Fig. 1: PDN straps and rails
Pins as bars on the die edge.
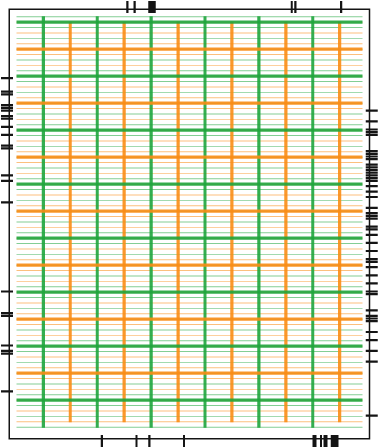
Fig. 2: gate families picked out
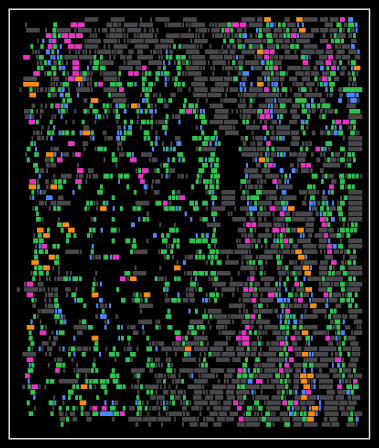
Fig. 3: zoomed window
Window x 20 to 70, y 137 to 187 um. Cells in grey, sequential cells in the stronger grey; small squares are vias.
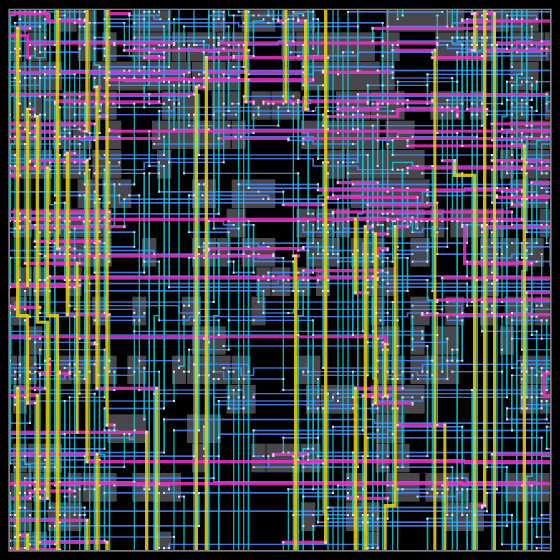
Fig. 4: where the registers sit
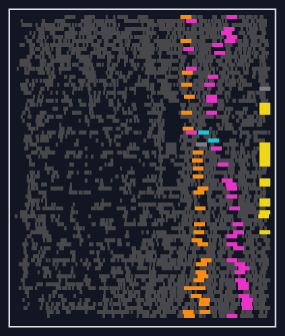
Fig. 5: the clock network
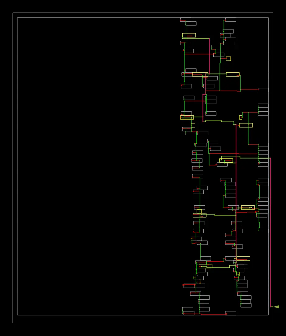
## src/rtl/neuron_mac_if.sv

```systemverilog
// ---------------------------------------------------------------------------
// neuron_mac_if
// Handshake bundle between a beat producer / result consumer and the
// neuron_mac block.
//
// Signals
//   in_valid  beat present                   (producer -> neuron)
//   in_ready  neuron accepts a beat          (neuron -> producer)
//   in_x      signed activation, XW bits     (producer -> neuron)
//   in_w      signed weight, WW bits         (producer -> neuron)
//   in_last   final beat of the vector       (producer -> neuron)
//   bias      signed bias, BIAS_W bits       (producer -> neuron)
//   out_valid result available               (neuron -> consumer)
//   out_ready consumer takes the result      (consumer -> neuron)
//   out_data  signed result, OUT_W bits      (neuron -> consumer)
//   out_sat   result was clipped             (neuron -> consumer)
//
// Modports
//   master  the producer/consumer side (testbench or upstream logic)
//   slave   the neuron_mac side
// ---------------------------------------------------------------------------
interface neuron_mac_if #(
    parameter int XW     = 16,
    parameter int WW     = 16,
    parameter int BIAS_W = 32,
    parameter int OUT_W  = 16
) ();

    logic                     in_valid;
    logic                     in_ready;
    logic signed [XW-1:0]     in_x;
    logic signed [WW-1:0]     in_w;
    logic                     in_last;
    logic signed [BIAS_W-1:0] bias;
    logic                     out_valid;
    logic                     out_ready;
    logic signed [OUT_W-1:0]  out_data;
    logic                     out_sat;

    modport master (
        output in_valid, in_x, in_w, in_last, bias, out_ready,
        input  in_ready, out_valid, out_data, out_sat
    );

    modport slave (
        input  in_valid, in_x, in_w, in_last, bias, out_ready,
        output in_ready, out_valid, out_data, out_sat
    );

endinterface

```

## src/rtl/neuron_mac.sv

```systemverilog
// ---------------------------------------------------------------------------
// neuron_mac
// Sequential multiply-accumulate for one neuron. Each accepted beat is
// multiplied (radix-4 Booth) and the product registered; registered products
// are summed into a wide accumulator. After the last beat of a vector the
// bias is added, the sum is rounded half-up and shifted down by FRAC, then
// saturated to OUT_W bits. The result is held on a valid/ready output until
// the consumer takes it.
//
// Ports
//   clk    rising-edge clock
//   rst_n  synchronous active-low reset
//   bus    neuron_mac_if.slave: in_valid/in_ready/in_x/in_w/in_last/bias
//          on the beat side, out_valid/out_ready/out_data/out_sat on the
//          result side. Interface widths must match XW/WW/BIAS_W/OUT_W.
//
// Configuration
//   NEURON_MAC_RELU_EN  when defined, negative results become 0 (out_sat=0);
//                       positive clipping is unchanged. When undefined the
//                       output is linear with two-sided clipping.
// ---------------------------------------------------------------------------
module neuron_mac #(
    parameter int XW     = 16,
    parameter int WW     = 16,
    parameter int ACC_W  = 40,
    parameter int BIAS_W = 32,
    parameter int FRAC   = 14,
    parameter int OUT_W  = 16
) (
    input logic         clk,
    input logic         rst_n,
    neuron_mac_if.slave bus
);

    // Full product width of a signed XW x WW multiply (excluding the
    // most-negative x most-negative corner, which is not a legal input).
    localparam int PW = XW + WW - 1;

    // Finalize width: room for acc + bias without wrap plus the rounding
    // constant.
    localparam int SW = ((ACC_W > BIAS_W) ? ACC_W : BIAS_W) + 2;

    localparam logic signed [SW-1:0] OUT_MAX = {{(SW-OUT_W+1){1'b0}}, {(OUT_W-1){1'b1}}};
    localparam logic signed [SW-1:0] OUT_MIN = {{(SW-OUT_W+1){1'b1}}, {(OUT_W-1){1'b0}}};

    typedef enum logic [1:0] {
        ST_ACC   = 2'd0,
        ST_DRAIN = 2'd1,
        ST_OUT   = 2'd2
    } state_t;

    state_t state_q;
    state_t state_d;

    logic                    accept;
    logic                    in_rdy;
    logic                    out_vld;
    logic                    finalize;
    logic                    clear_acc;

    logic signed [PW-1:0]    prod;
    logic signed [PW-1:0]    p_reg;
    logic                    p_valid;
    logic signed [ACC_W-1:0] acc;

    logic signed [SW-1:0]    s_sum;
    logic signed [SW-1:0]    rnd;
    logic signed [OUT_W-1:0] clip_data;
    logic                    clip_sat;
    logic signed [OUT_W-1:0] out_data_q;
    logic                    out_sat_q;

    // -----------------------------------------------------------------------
    // Radix-4 Booth multiplier. The weight is scanned in overlapping bit
    // triplets (with an implicit 0 below bit 0), each selecting a partial
    // product of 0, +-x or +-2x weighted by 4^i. All arithmetic is done
    // modulo 2^PW: the legal product range fits in PW bits, so the low PW
    // bits of the modular sum are exact.
    // -----------------------------------------------------------------------
    logic [WW:0]          wext;
    logic signed [PW-1:0] xe;
    logic signed [PW-1:0] pp;
    logic signed [PW-1:0] booth_sum;

    always_comb begin
        wext      = {bus.in_w, 1'b0};
        xe        = {{(PW-XW){bus.in_x[XW-1]}}, bus.in_x};
        pp        = '0;
        booth_sum = '0;
        for (int i = 0; i < WW/2; i++) begin
            case (wext[2*i +: 3])
                3'b001, 3'b010: pp = xe;
                3'b011:         pp = xe <<< 1;
                3'b100:         pp = -(xe <<< 1);
                3'b101, 3'b110: pp = -xe;
                default:        pp = '0;
            endcase
            booth_sum = booth_sum + (pp <<< (2*i));
        end
        prod = booth_sum;
    end

    // -----------------------------------------------------------------------
    // State register.
    // -----------------------------------------------------------------------
    always_ff @(posedge clk) begin
        if (!rst_n) begin
            state_q <= ST_ACC;
        end else begin
            state_q <= state_d;
        end
    end

    // -----------------------------------------------------------------------
    // Next-state and control. DRAIN lasts two cycles: the first folds the
    // final registered product into acc (p_valid still set), the second
    // finalizes the now-complete acc into the output register.
    // -----------------------------------------------------------------------
    always_comb begin
        state_d   = state_q;
        in_rdy    = 1'b0;
        out_vld   = 1'b0;
        accept    = 1'b0;
        finalize  = 1'b0;
        clear_acc = 1'b0;
        case (state_q)
            ST_ACC: begin
                in_rdy = 1'b1;
                accept = bus.in_valid;
                if (bus.in_valid && bus.in_last) begin
                    state_d = ST_DRAIN;
                end
            end
            ST_DRAIN: begin
                if (!p_valid) begin
                    finalize = 1'b1;
                    state_d  = ST_OUT;
                end
            end
            ST_OUT: begin
                out_vld = 1'b1;
                if (bus.out_ready) begin
                    clear_acc = 1'b1;
                    state_d   = ST_ACC;
                end
            end
            default: begin
                state_d = ST_ACC;
            end
        endcase
    end

    // -----------------------------------------------------------------------
    // Product register, accumulator and output register. Reset drops any
    // in-flight vector: the registered product is invalidated and acc zeroed.
    // -----------------------------------------------------------------------
    always_ff @(posedge clk) begin
        if (!rst_n) begin
            p_reg      <= '0;
            p_valid    <= 1'b0;
            acc        <= '0;
            out_data_q <= '0;
            out_sat_q  <= 1'b0;
        end else begin
            p_valid <= accept;
            if (accept) begin
                p_reg <= prod;
            end
            if (clear_acc) begin
                acc <= '0;
            end else if (p_valid) begin
                acc <= acc + {{(ACC_W-PW){p_reg[PW-1]}}, p_reg};
            end
            if (finalize) begin
                out_data_q <= clip_data;
                out_sat_q  <= clip_sat;
            end
        end
    end

    // -----------------------------------------------------------------------
    // Bias add, round-half-up rescale and saturation.
    // -----------------------------------------------------------------------
    assign s_sum = {{(SW-ACC_W){acc[ACC_W-1]}}, acc}
                 + {{(SW-BIAS_W){bus.bias[BIAS_W-1]}}, bus.bias};

    generate
        if (FRAC > 0) begin : g_round
            localparam logic signed [SW-1:0] ONE  = {{(SW-1){1'b0}}, 1'b1};
            localparam logic signed [SW-1:0] HALF = ONE <<< (FRAC-1);
            logic signed [SW-1:0] biased;
            assign biased = s_sum + HALF;
            assign rnd    = biased >>> FRAC;
        end else begin : g_noround
            assign rnd = s_sum;
        end
    endgenerate

    always_comb begin
        clip_data = rnd[OUT_W-1:0];
        clip_sat  = 1'b0;
`ifdef NEURON_MAC_RELU_EN
        if (rnd[SW-1]) begin
            clip_data = '0;
            clip_sat  = 1'b0;
        end else if (rnd > OUT_MAX) begin
            clip_data = OUT_MAX[OUT_W-1:0];
            clip_sat  = 1'b1;
        end
`else
        if (rnd > OUT_MAX) begin
            clip_data = OUT_MAX[OUT_W-1:0];
            clip_sat  = 1'b1;
        end else if (rnd < OUT_MIN) begin
            clip_data = OUT_MIN[OUT_W-1:0];
            clip_sat  = 1'b1;
        end
`endif
    end

    // in_ready is forced low during reset so no beat looks accepted.
    assign bus.in_ready  = in_rdy && rst_n;
    assign bus.out_valid = out_vld;
    assign bus.out_data  = out_data_q;
    assign bus.out_sat   = out_sat_q;

endmodule

```

## src/flat_wrapper.sv

```systemverilog
// flat-port wrapper written by rule: the top's interface ports become plain ports
module neuron_mac_flat 
#(
    parameter int XW     = 16,
    parameter int WW     = 16,
    parameter int ACC_W  = 40,
    parameter int BIAS_W = 32,
    parameter int FRAC   = 14,
    parameter int OUT_W  = 16
)
  (clk, rst_n, bus_in_valid, bus_in_x, bus_in_w, bus_in_last, bus_bias, bus_out_ready, bus_in_ready, bus_out_valid, bus_out_data, bus_out_sat);
  neuron_mac_if #(.XW(XW), .WW(WW), .BIAS_W(BIAS_W), .OUT_W(OUT_W)) bus_i ();
  input logic clk;
  input logic rst_n;
  input wire logic [$bits(bus_i.in_valid)-1:0] bus_in_valid;
  input wire logic [$bits(bus_i.in_x)-1:0] bus_in_x;
  input wire logic [$bits(bus_i.in_w)-1:0] bus_in_w;
  input wire logic [$bits(bus_i.in_last)-1:0] bus_in_last;
  input wire logic [$bits(bus_i.bias)-1:0] bus_bias;
  input wire logic [$bits(bus_i.out_ready)-1:0] bus_out_ready;
  output wire logic [$bits(bus_i.in_ready)-1:0] bus_in_ready;
  output wire logic [$bits(bus_i.out_valid)-1:0] bus_out_valid;
  output wire logic [$bits(bus_i.out_data)-1:0] bus_out_data;
  output wire logic [$bits(bus_i.out_sat)-1:0] bus_out_sat;
  assign bus_i.in_valid = bus_in_valid;
  assign bus_i.in_x = bus_in_x;
  assign bus_i.in_w = bus_in_w;
  assign bus_i.in_last = bus_in_last;
  assign bus_i.bias = bus_bias;
  assign bus_i.out_ready = bus_out_ready;
  assign bus_in_ready = bus_i.in_ready;
  assign bus_out_valid = bus_i.out_valid;
  assign bus_out_data = bus_i.out_data;
  assign bus_out_sat = bus_i.out_sat;
  neuron_mac #(.XW(XW), .WW(WW), .ACC_W(ACC_W), .BIAS_W(BIAS_W), .FRAC(FRAC), .OUT_W(OUT_W)) u_core (.clk(clk), .rst_n(rst_n), .bus(bus_i));
endmodule
```

## config.mk

```make
export PLATFORM = sky130hd
export DESIGN_NAME = neuron_mac_flat
export DESIGN_NICKNAME = d
export VERILOG_FILES = /design/src/rtl/neuron_mac_if.sv /design/src/rtl/neuron_mac.sv /design/src/flat_wrapper.sv
export SDC_FILE = /design/constraint.sdc
export NUM_CORES = 1
export LEC_CHECK = 0
export CORE_ASPECT_RATIO = 1.2
export CORE_MARGIN = 3
export CORE_UTILIZATION = 50
export DETAILED_ROUTE_END_ITERATION = 8
export DONT_BUFFER_PORTS = 1
export GPL_TIMING_DRIVEN = 0
export SYNTH_ARGS = -nofsm -noshare
export SYNTH_HDL_FRONTEND = slang
export SYNTH_SLANG_ARGS = --single-unit
```

## constraint.sdc

```tcl
create_clock -name clk -period 11.8 [get_ports clk]
set_input_delay 3.54 -clock clk [delete_from_list [all_inputs] [get_ports clk]]
set_output_delay 3.54 -clock clk [all_outputs]
set_load 0.02 [all_outputs]
```

==> flow_metrics.tcl <==
# implementation run metrics
set metrics [dict create \
    top_cells_by_count "nand2_1 (255), o21ai_0 (228), nor2_1 (201), inv_1 (187), a21oi_1 (185)" \
    wl_met1_um 28400 \
    most_common_cell "nand2_1" \
    grt_pass1_vias 20029 \
    warnings 27 \
    floorplan.nets 2833 \
    buffers 179 \
    status "finished, final reports clean" \
    grt_max_degree 16 \
    r2r_cells 14 \
    cp-start-kind "primary input" \
    cp_slowest_cell "xor2_2" \
    rsz0062_at_grt "no" \
    edf_count 0 \
    comb-cell-share_pct 78.4 \
    logic_area_sq_um 15100 \
    wire_per_inst_um 27.7 \
    top_layer_used "met4" \
    cts.hold.buffers_added 0 \
    drtIter0Drc 2108 \
    coreArea_sq_um 36000 \
    met3_length_um 6800 \
    gp_congestion 1.04 \
    regArea_sq_um 1820 \
    clk_path_buf_depth 2 \
    power_density_nw_per_um2 206 \
    antennaDiodeCount 1 \
    syn-mean-instance-area_sq_um 7.40 \
    ys_seq_share_pct 9.96 \
    dpl.hpwl_um 66500 \
    finalCriticalPeriod_ns 11.54 \
    max_freq_mhz 86.6 \
    crit_arrival_ns 11.81 \
    pwr-share-seq_pct 9.8 \
    fa_ha_area_share_pct 25.0 \
    cpPeakStageDelay_ns 0.83 \
    fin_tns_setup_ns 0 \
    synth-compound-area-share_pct 29.8 \
    io_pins 88 \
    drt_first_pass_iters 8 \
    die_h_um 216 \
    cts_buffers 9 \
    yosys.cell_types.count 85 \
    vias 19891 \
    use_met3_pct 7.45 \
    dr_wl_met2_um 39100 \
    rrSetupSlack_ns 7.07 \
    grt_use_met1_pct 43.6 \
    dieArea_sq_um 38900 \
    critPathTopFamily "adder cells" \
    hold_path_end "u_core.p_reg[18]" \
    crit_start "bus_in_x[0]" \
    p_comb_mw 3.29 \
    p_seq_uw 391 \
    clk_pin_slew_ns 0.07 \
    portBuffers 0 \
    antenna_found_initial 0 \
    inverters 193 \
    postLayoutCellArea_sq_um 19300 \
    area_delta_synth_final_pct 5.48 \
    critPathKind "in2reg" \
    synth.cell_area_sq_um 18300 \
    avgViaCountPerCell 6.71 \
    syn_inst 2474 \
    mux_share_pct 2.91 \
    place_area_sq_um 18900 \
    period_used_pct 97.8 \
    ir_worst_vdd_mv 0.165 \
    cts_tree "yes" \
    critPathBufInv 6 \
    htreeDepth 3 \
    crit_cells 29 \
    synthArstFlopShare_pct 0 \
    power_leader "combinational cells" \
    synth_top_area_share_pct 13.8 \
    dp_cells 2942 \
    nonClkBufAreaFrac_pct 3.79 \
    yosys_area_sq_um 18300 \
    cp_max_fo 10 \
    pwr-share-clk_pct 7.5 \
    num_rows 76 \
    crit_end "u_core.p_reg[28]" \
    slew_violations 0 \
    hold-path-cell-count 2 \
    die_w_um 181 \
    tap_cells 468 \
    swShare_pct 53.0 \
    cp-end-kind "flip-flop" \
    overflow 0 \
    lay_top_count "nand2_1" \
    grt_usage_pct 40.9 \
    post-cts-setup-buffers 4 \
    ant_nets 0 \
    crit_required_ns 12.07 \
    regToRegEndpoint "u_core.bus.out_data[12]" \
    largest_reg_flops 40 \
    finalHoldViolCount 0 \
    yosysTopAreaCell "fa_1" \
    clock_sinks 91 \
    largest_class "combinational gates" \
    ys_sh_simple_pct 17.3 \
    cts_resized 6 \
    relSlewSlack_pct 4.44 \
    utilization_pct 53.6 \
    leakagePower_nw 8.40 \
    internal-power_mw 1.87 \
    whs_ns 0.476 \
    layout.nets 2850 \
    worst_pin_slew_ns 1.43 \
    power_switching_mw 2.11 \
    instances_no_fill 2965 \
    logic_family "AND-OR/OR-AND gates" \
    setup_slack_ns 0.257 \
]
-- Fig. 1 (at the start) --
legend:
  VSS:
    colour: green
  VDD:
    colour: orange
met4 straps: 12
met5 straps: 15

-- Fig. 2 (at the start) --
legend:
  multiplexers:
    colour: orange
    cells: 51
    most_used: mux2i_1
    where: spread over the die
  inverting AOI/OAI gates:
    colour: green
    cells: 710
    most_used: o21ai_0
    where: spread over the die
  NOR gates:
    colour: blue
    cells: 273
    most_used: nor2_1
    where: spread over the die
  AND-OR and OR-AND gates:
    colour: magenta
    cells: 127
    most_used: a21o_1
    where: spread over the die

-- Fig. 3 (at the start) --
legend:
  met3:
    colour: magenta
  met1:
    colour: blue
  met2:
    colour: cyan
  met4:
    colour: yellow
sequential cells in the window: 0
cells with their middle in the window: 185
most frequent: a21oi_1 (23), clkbuf_1 (21), nand2_1 (21)

-- Fig. 4 (at the start) --
legend:
  `u_core.state_q`:
    colour: cyan
    placed_flops: 2
  `u_core.bus.out_data`:
    colour: yellow
    placed_flops: 16
    where: middle right
  `u_core.acc`:
    colour: magenta
    placed_flops: 40
    where: a column on the right
  `u_core.p_reg`:
    colour: orange
    placed_flops: 31

-- Fig. 5 (at the start) --
flop count: 91
clkbuf count: 10
Late-Pin Clk Latency: 0.37 ns
Power Clock: 299 uW
clk_skew: 0.00925 ns

No activity file was given, so power comes from the tool's default toggle rates.
